$ cat src/rtl/j1708_rx_uart_bridge_if.sv
// J1708 receive-side handshakes and CPU UART transmit port, bundled.
// The bridge connects through master; the J1708 core / UART environment connects through slave.
interface j1708_rx_uart_bridge_if;
    logic       rx_message_new_byte;
    logic [7:0] rx_message_byte;
    logic       rx_message_byte_valid;
    logic       rx_message_byte_read;
    logic       rx_message_length_exist;
    logic [7:0] rx_message_length;
    logic       rx_message_length_valid;
    logic       rx_message_length_read;
    logic [7:0] uart_tx_data_in;
    logic       uart_tx_data_wr;
    logic       uart_tx_busy;

    modport master (
        input  rx_message_new_byte, rx_message_byte, rx_message_byte_valid,
        input  rx_message_length_exist, rx_message_length, rx_message_length_valid,
        input  uart_tx_busy,
        output rx_message_byte_read, rx_message_length_read,
        output uart_tx_data_in, uart_tx_data_wr
    );

    modport slave (
        output rx_message_new_byte, rx_message_byte, rx_message_byte_valid,
        output rx_message_length_exist, rx_message_length, rx_message_length_valid,
        output uart_tx_busy,
        input  rx_message_byte_read, rx_message_length_read,
        input  uart_tx_data_in, uart_tx_data_wr
    );
endinterface

$ cat src/rtl/j1708_rx_uart_bridge.sv
// Buffers J1708 receive bytes in a FIFO and forwards each message to the CPU UART
// as a frame: SYNC_BYTE, LEN, then LEN data bytes.
module j1708_rx_uart_bridge #(
    parameter int         DEPTH     = 32,
    parameter int         AW        = 5,
    parameter logic [7:0] SYNC_BYTE = 8'hA5
) (
    input  logic                          clk,
    input  logic                          rst,
    input  logic                          enable,
    j1708_rx_uart_bridge_if.master        bus,
    output logic                          overflow,
    input  logic                          clr_overflow,
    output logic [AW:0]                   fifo_level
);

    typedef enum logic {I_IDLE, I_WAIT} ingest_state_t;
    typedef enum logic [2:0] {E_IDLE, E_LREQ, E_LWAIT, E_DWAIT, E_SYNC, E_LEN, E_DATA} egress_state_t;

    ingest_state_t i_state_q, i_state_d;
    egress_state_t e_state_q, e_state_d;
    logic          byte_read_q, byte_read_d;
    logic          len_read_q, len_read_d;
    logic [7:0]    len_q, len_d;
    logic [7:0]    cnt_q, cnt_d;
    logic [7:0]    tx_data_q, tx_data_d;
    logic          tx_wr_q, tx_wr_d;
    logic [AW-1:0] wr_ptr_q, wr_ptr_d;
    logic [AW-1:0] rd_ptr_q, rd_ptr_d;
    logic [AW:0]   level_q, level_d;
    logic          overflow_q, overflow_d;
    logic [7:0]    mem_q [DEPTH];

    logic push, pop, flush, flush_egress, fifo_full, mem_we;
    logic ovf_ingest, ovf_egress, can_send;

    assign fifo_full = (int'(level_q) == DEPTH);
    assign can_send  = !bus.uart_tx_busy && !tx_wr_q;

    always_comb begin
        i_state_d   = i_state_q;
        byte_read_d = 1'b0;
        push        = 1'b0;
        ovf_ingest  = 1'b0;
        if (!enable) begin
            i_state_d = I_IDLE;
        end else begin
            case (i_state_q)
                I_IDLE: begin
                    if (bus.rx_message_new_byte) begin
                        byte_read_d = 1'b1;
                        i_state_d   = I_WAIT;
                    end
                end
                I_WAIT: begin
                    if (bus.rx_message_byte_valid) begin
                        i_state_d = I_IDLE;
                        if (fifo_full) ovf_ingest = 1'b1;
                        else           push       = 1'b1;
                    end
                end
                default: i_state_d = I_IDLE;
            endcase
        end
    end

    // Each send decision is registered, so the strobe lands the cycle after busy is seen low
    // and tx_wr_q doubles as the "strobe last cycle" gap guard.
    always_comb begin
        e_state_d    = e_state_q;
        len_read_d   = 1'b0;
        len_d        = len_q;
        cnt_d        = cnt_q;
        tx_data_d    = tx_data_q;
        tx_wr_d      = 1'b0;
        pop          = 1'b0;
        ovf_egress   = 1'b0;
        flush_egress = 1'b0;
        if (!enable) begin
            e_state_d = E_IDLE;
        end else begin
            case (e_state_q)
                E_IDLE: if (bus.rx_message_length_exist) e_state_d = E_LREQ;
                E_LREQ: begin
                    len_read_d = 1'b1;
                    e_state_d  = E_LWAIT;
                end
                E_LWAIT: begin
                    if (bus.rx_message_length_valid) begin
                        len_d = bus.rx_message_length;
                        cnt_d = bus.rx_message_length;
                        if (int'(bus.rx_message_length) > DEPTH) begin
                            ovf_egress   = 1'b1;
                            flush_egress = 1'b1;
                            e_state_d    = E_IDLE;
                        end else begin
                            e_state_d = E_DWAIT;
                        end
                    end
                end
                E_DWAIT: if (int'(level_q) >= int'(len_q)) e_state_d = E_SYNC;
                E_SYNC: begin
                    if (can_send) begin
                        tx_wr_d   = 1'b1;
                        tx_data_d = SYNC_BYTE;
                        e_state_d = E_LEN;
                    end
                end
                E_LEN: begin
                    if (can_send) begin
                        tx_wr_d   = 1'b1;
                        tx_data_d = len_q;
                        e_state_d = (len_q == 8'd0) ? E_IDLE : E_DATA;
                    end
                end
                E_DATA: begin
                    if (can_send) begin
                        tx_wr_d   = 1'b1;
                        tx_data_d = mem_q[rd_ptr_q];
                        pop       = 1'b1;
                        cnt_d     = cnt_q - 8'd1;
                        if (cnt_q == 8'd1) e_state_d = E_IDLE;
                    end
                end
                default: e_state_d = E_IDLE;
            endcase
        end
    end

    assign flush  = !enable || flush_egress;
    assign mem_we = push && !flush;

    always_comb begin
        wr_ptr_d = wr_ptr_q;
        rd_ptr_d = rd_ptr_q;
        level_d  = level_q;
        if (flush) begin
            wr_ptr_d = '0;
            rd_ptr_d = '0;
            level_d  = '0;
        end else begin
            if (push) wr_ptr_d = wr_ptr_q + 1'b1;
            if (pop)  rd_ptr_d = rd_ptr_q + 1'b1;
            level_d = level_q + (AW+1)'(push) - (AW+1)'(pop);
        end
    end

    // A new overflow event wins over a clear arriving in the same cycle.
    always_comb begin
        overflow_d = overflow_q;
        if (ovf_ingest || ovf_egress) overflow_d = 1'b1;
        else if (clr_overflow)        overflow_d = 1'b0;
    end

    always_ff @(posedge clk or negedge rst) begin
        if (!rst) begin
            i_state_q   <= I_IDLE;
            e_state_q   <= E_IDLE;
            byte_read_q <= 1'b0;
            len_read_q  <= 1'b0;
            len_q       <= '0;
            cnt_q       <= '0;
            tx_data_q   <= '0;
            tx_wr_q     <= 1'b0;
            wr_ptr_q    <= '0;
            rd_ptr_q    <= '0;
            level_q     <= '0;
            overflow_q  <= 1'b0;
        end else begin
            i_state_q   <= i_state_d;
            e_state_q   <= e_state_d;
            byte_read_q <= byte_read_d;
            len_read_q  <= len_read_d;
            len_q       <= len_d;
            cnt_q       <= cnt_d;
            tx_data_q   <= tx_data_d;
            tx_wr_q     <= tx_wr_d;
            wr_ptr_q    <= wr_ptr_d;
            rd_ptr_q    <= rd_ptr_d;
            level_q     <= level_d;
            overflow_q  <= overflow_d;
        end
    end

    always_ff @(posedge clk) begin
        if (mem_we) mem_q[wr_ptr_q] <= bus.rx_message_byte;
    end

    assign bus.rx_message_byte_read   = byte_read_q;
    assign bus.rx_message_length_read = len_read_q;
    assign bus.uart_tx_data_in        = tx_data_q;
    assign bus.uart_tx_data_wr        = tx_wr_q;
    assign overflow                   = overflow_q;
    assign fifo_level                 = level_q;

endmodule
$ cat src/flat_wrapper.sv
// flat-port wrapper written by rule: the top's interface ports become plain ports
module j1708_rx_uart_bridge_flat 
#(
    parameter int         DEPTH     = 32,
    parameter int         AW        = 5,
    parameter logic [7:0] SYNC_BYTE = 8'hA5
)
  (clk, rst, enable, overflow, clr_overflow, fifo_level, bus_rx_message_new_byte, bus_rx_message_byte, bus_rx_message_byte_valid, bus_rx_message_length_exist, bus_rx_message_length, bus_rx_message_length_valid, bus_uart_tx_busy, bus_rx_message_byte_read, bus_rx_message_length_read, bus_uart_tx_data_in, bus_uart_tx_data_wr);
  j1708_rx_uart_bridge_if bus_i ();
  input  logic clk;
  input  logic rst;
  input  logic enable;
  output logic overflow;
  input  logic clr_overflow;
  output logic [AW:0] fifo_level;
  input wire logic [$bits(bus_i.rx_message_new_byte)-1:0] bus_rx_message_new_byte;
  input wire logic [$bits(bus_i.rx_message_byte)-1:0] bus_rx_message_byte;
  input wire logic [$bits(bus_i.rx_message_byte_valid)-1:0] bus_rx_message_byte_valid;
  input wire logic [$bits(bus_i.rx_message_length_exist)-1:0] bus_rx_message_length_exist;
  input wire logic [$bits(bus_i.rx_message_length)-1:0] bus_rx_message_length;
  input wire logic [$bits(bus_i.rx_message_length_valid)-1:0] bus_rx_message_length_valid;
  input wire logic [$bits(bus_i.uart_tx_busy)-1:0] bus_uart_tx_busy;
  output wire logic [$bits(bus_i.rx_message_byte_read)-1:0] bus_rx_message_byte_read;
  output wire logic [$bits(bus_i.rx_message_length_read)-1:0] bus_rx_message_length_read;
  output wire logic [$bits(bus_i.uart_tx_data_in)-1:0] bus_uart_tx_data_in;
  output wire logic [$bits(bus_i.uart_tx_data_wr)-1:0] bus_uart_tx_data_wr;
  assign bus_i.rx_message_new_byte = bus_rx_message_new_byte;
  assign bus_i.rx_message_byte = bus_rx_message_byte;
  assign bus_i.rx_message_byte_valid = bus_rx_message_byte_valid;
  assign bus_i.rx_message_length_exist = bus_rx_message_length_exist;
  assign bus_i.rx_message_length = bus_rx_message_length;
  assign bus_i.rx_message_length_valid = bus_rx_message_length_valid;
  assign bus_i.uart_tx_busy = bus_uart_tx_busy;
  assign bus_rx_message_byte_read = bus_i.rx_message_byte_read;
  assign bus_rx_message_length_read = bus_i.rx_message_length_read;
  assign bus_uart_tx_data_in = bus_i.uart_tx_data_in;
  assign bus_uart_tx_data_wr = bus_i.uart_tx_data_wr;
  j1708_rx_uart_bridge #(.DEPTH(DEPTH), .AW(AW), .SYNC_BYTE(SYNC_BYTE)) u_core (.clk(clk), .rst(rst), .enable(enable), .bus(bus_i), .overflow(overflow), .clr_overflow(clr_overflow), .fifo_level(fifo_level));
endmodule
$ cat config.mk
export PLATFORM = sky130hd
export DESIGN_NAME = j1708_rx_uart_bridge_flat
export DESIGN_NICKNAME = d
export VERILOG_FILES = /design/src/rtl/j1708_rx_uart_bridge_if.sv /design/src/rtl/j1708_rx_uart_bridge.sv /design/src/flat_wrapper.sv
export SDC_FILE = /design/constraint.sdc
export NUM_CORES = 1
export LEC_CHECK = 0
export ABC_CLOCK_PERIOD_IN_PS = 5800
export CORE_MARGIN = 2
export CORE_UTILIZATION = 42
export DETAILED_ROUTE_END_ITERATION = 8
export PLACE_DENSITY = 0.67
export RECOVER_POWER = 25
export REMOVE_ABC_BUFFERS = 1
export SKIP_LAST_GASP = 1
export SLEW_MARGIN = 20
export SYNTH_ARGS = -nofsm -noshare
export SYNTH_HDL_FRONTEND = slang
export SYNTH_SLANG_ARGS = --single-unit
$ cat constraint.sdc
create_clock -name clk -period 5.8 [get_ports clk]
set_input_delay 1.16 -clock clk [delete_from_list [all_inputs] [get_ports clk]]
set_output_delay 1.16 -clock clk [all_outputs]
set_load 0.01 [all_outputs]
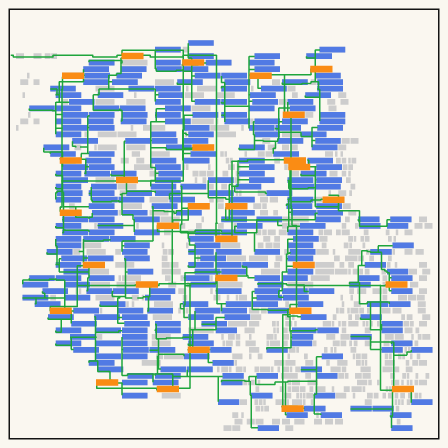
(images/clock_wires.png)
- flip-flops: blue (count 304)
- clock wires: green (length 3,350 um)
- clock-net drivers: orange (count 29)
- routed clock nets: 30
later-pin clock latency in the skew report: 0.58 ns
Clock Power Share: 39.4%
clk pwr: 2.01 mW
skew final: 0.0325 ns

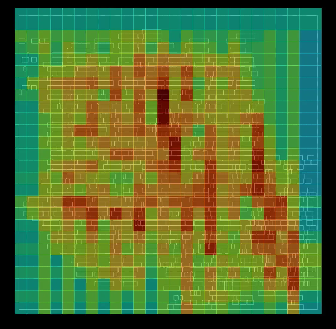
(images/congestion_map.png)
Most Crowded Layer GR: met2
drt wl/cell: 23.6 um
GRT Overall Usage: 18.8%
met2 Use GR: 31.0%
met1 Track Usage GR: 26.5%

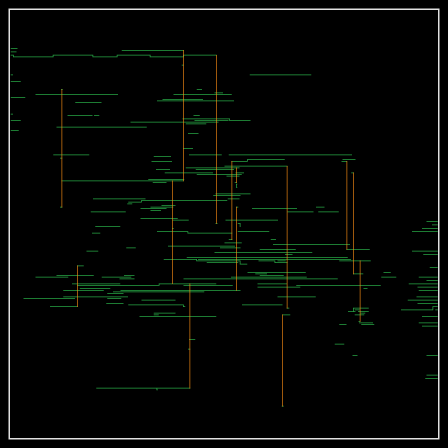
(images/layers.png)
Only two layers are drawn.
- M4: orange (wire length 552 um)
- M3: green (wire length 2,310 um)
DR vias: 7,141
final WL: 29.2 mm

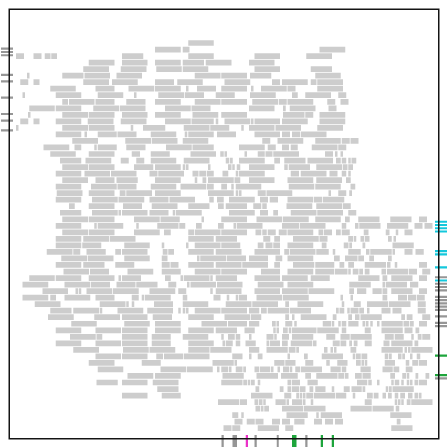
(images/pinout.png)
Pins as bars across the die edge, other pins in gray.
- fifo_level: green (pins 6; direction output; edge 4 bottom, 2 right)
- bus_uart_tx_data_in: cyan (pins 8; direction output; edge right)
- bus_rx_message_byte_valid: magenta (pins 1; direction input; edge bottom)
Die Height: 178 um
Die W: 178 um
Buffers on Ports: 42

==> GITHUB_STEP_SUMMARY <==
## Implementation flow summary

| Metric | Value |
|---|---|
| Tapcell count | around 390 |
| WP depth | 6 |
| Flop count | 304 |
| Post-Syn Instances | slightly below 800 |
| Syn Std Cell Area | approximately 13,000 um^2 |
| Number of enable flip-flop cells | between 200 and 300 |
| Final hold violations | 0 |
| Fill count | 2,473 |
| Seq pwr share | 50.9% |
| Dominant logic cell type in the layout | edfxtp_1 |
| GR Util met3 | ~3.5% |
| NonClk Buf Share | 3.18% |
| Pre-CTS WS | about 1.6 ns |
| Top cells by count, synth | edfxtp_1, nor2_1, dfrtp_1 |
| Async SR Flop Fraction | between 10% and 20% |
| Dominant kind of combinational cell | multiplexers |
| PwrDens | about 350 nW/um^2 |
| Failing checks | max-capacitance violations, max-slew violations |
| Worst hold endpoint | u_core.overflow$_DFFE_PN0P_ |
| Largest stage delay, worst path | ~0.72 ns |
| Final-stage net count | 869 |
| Post-route clock period utilization | 64.0% |
| DR DRC count | 0 |
| Net switching power figure | ~1.2 mW |
| Initial antenna violation count | 0 |
| Synth cell types | around 65 |
| Max-cap violations | 5 |
| Share of the synthesized area in the top cell type | between 60% and 70% |
| Cell Rows | around 63 |
| CP delay by family, top | simple AND/OR/NAND/NOR gates |
| Worst setup path startpoint | bus_rx_message_length[1] |
| Max reg flops | roughly 260 |
| Crit Path Max Fanout | 10 |
| Setup repair after global routing missed its margin | no |
| Status | finished with violations |
| Hold Path Depth | 1 |
| Max Transition Viols Final | between 150 and 200 |
| Leak | between 4 and 5 nW |
| Antenna cells | 0 |
| Logic share of the area | about a quarter |
| Register area share after synthesis | between 60% and 70% |
Power and IR drop assume default switching activity.
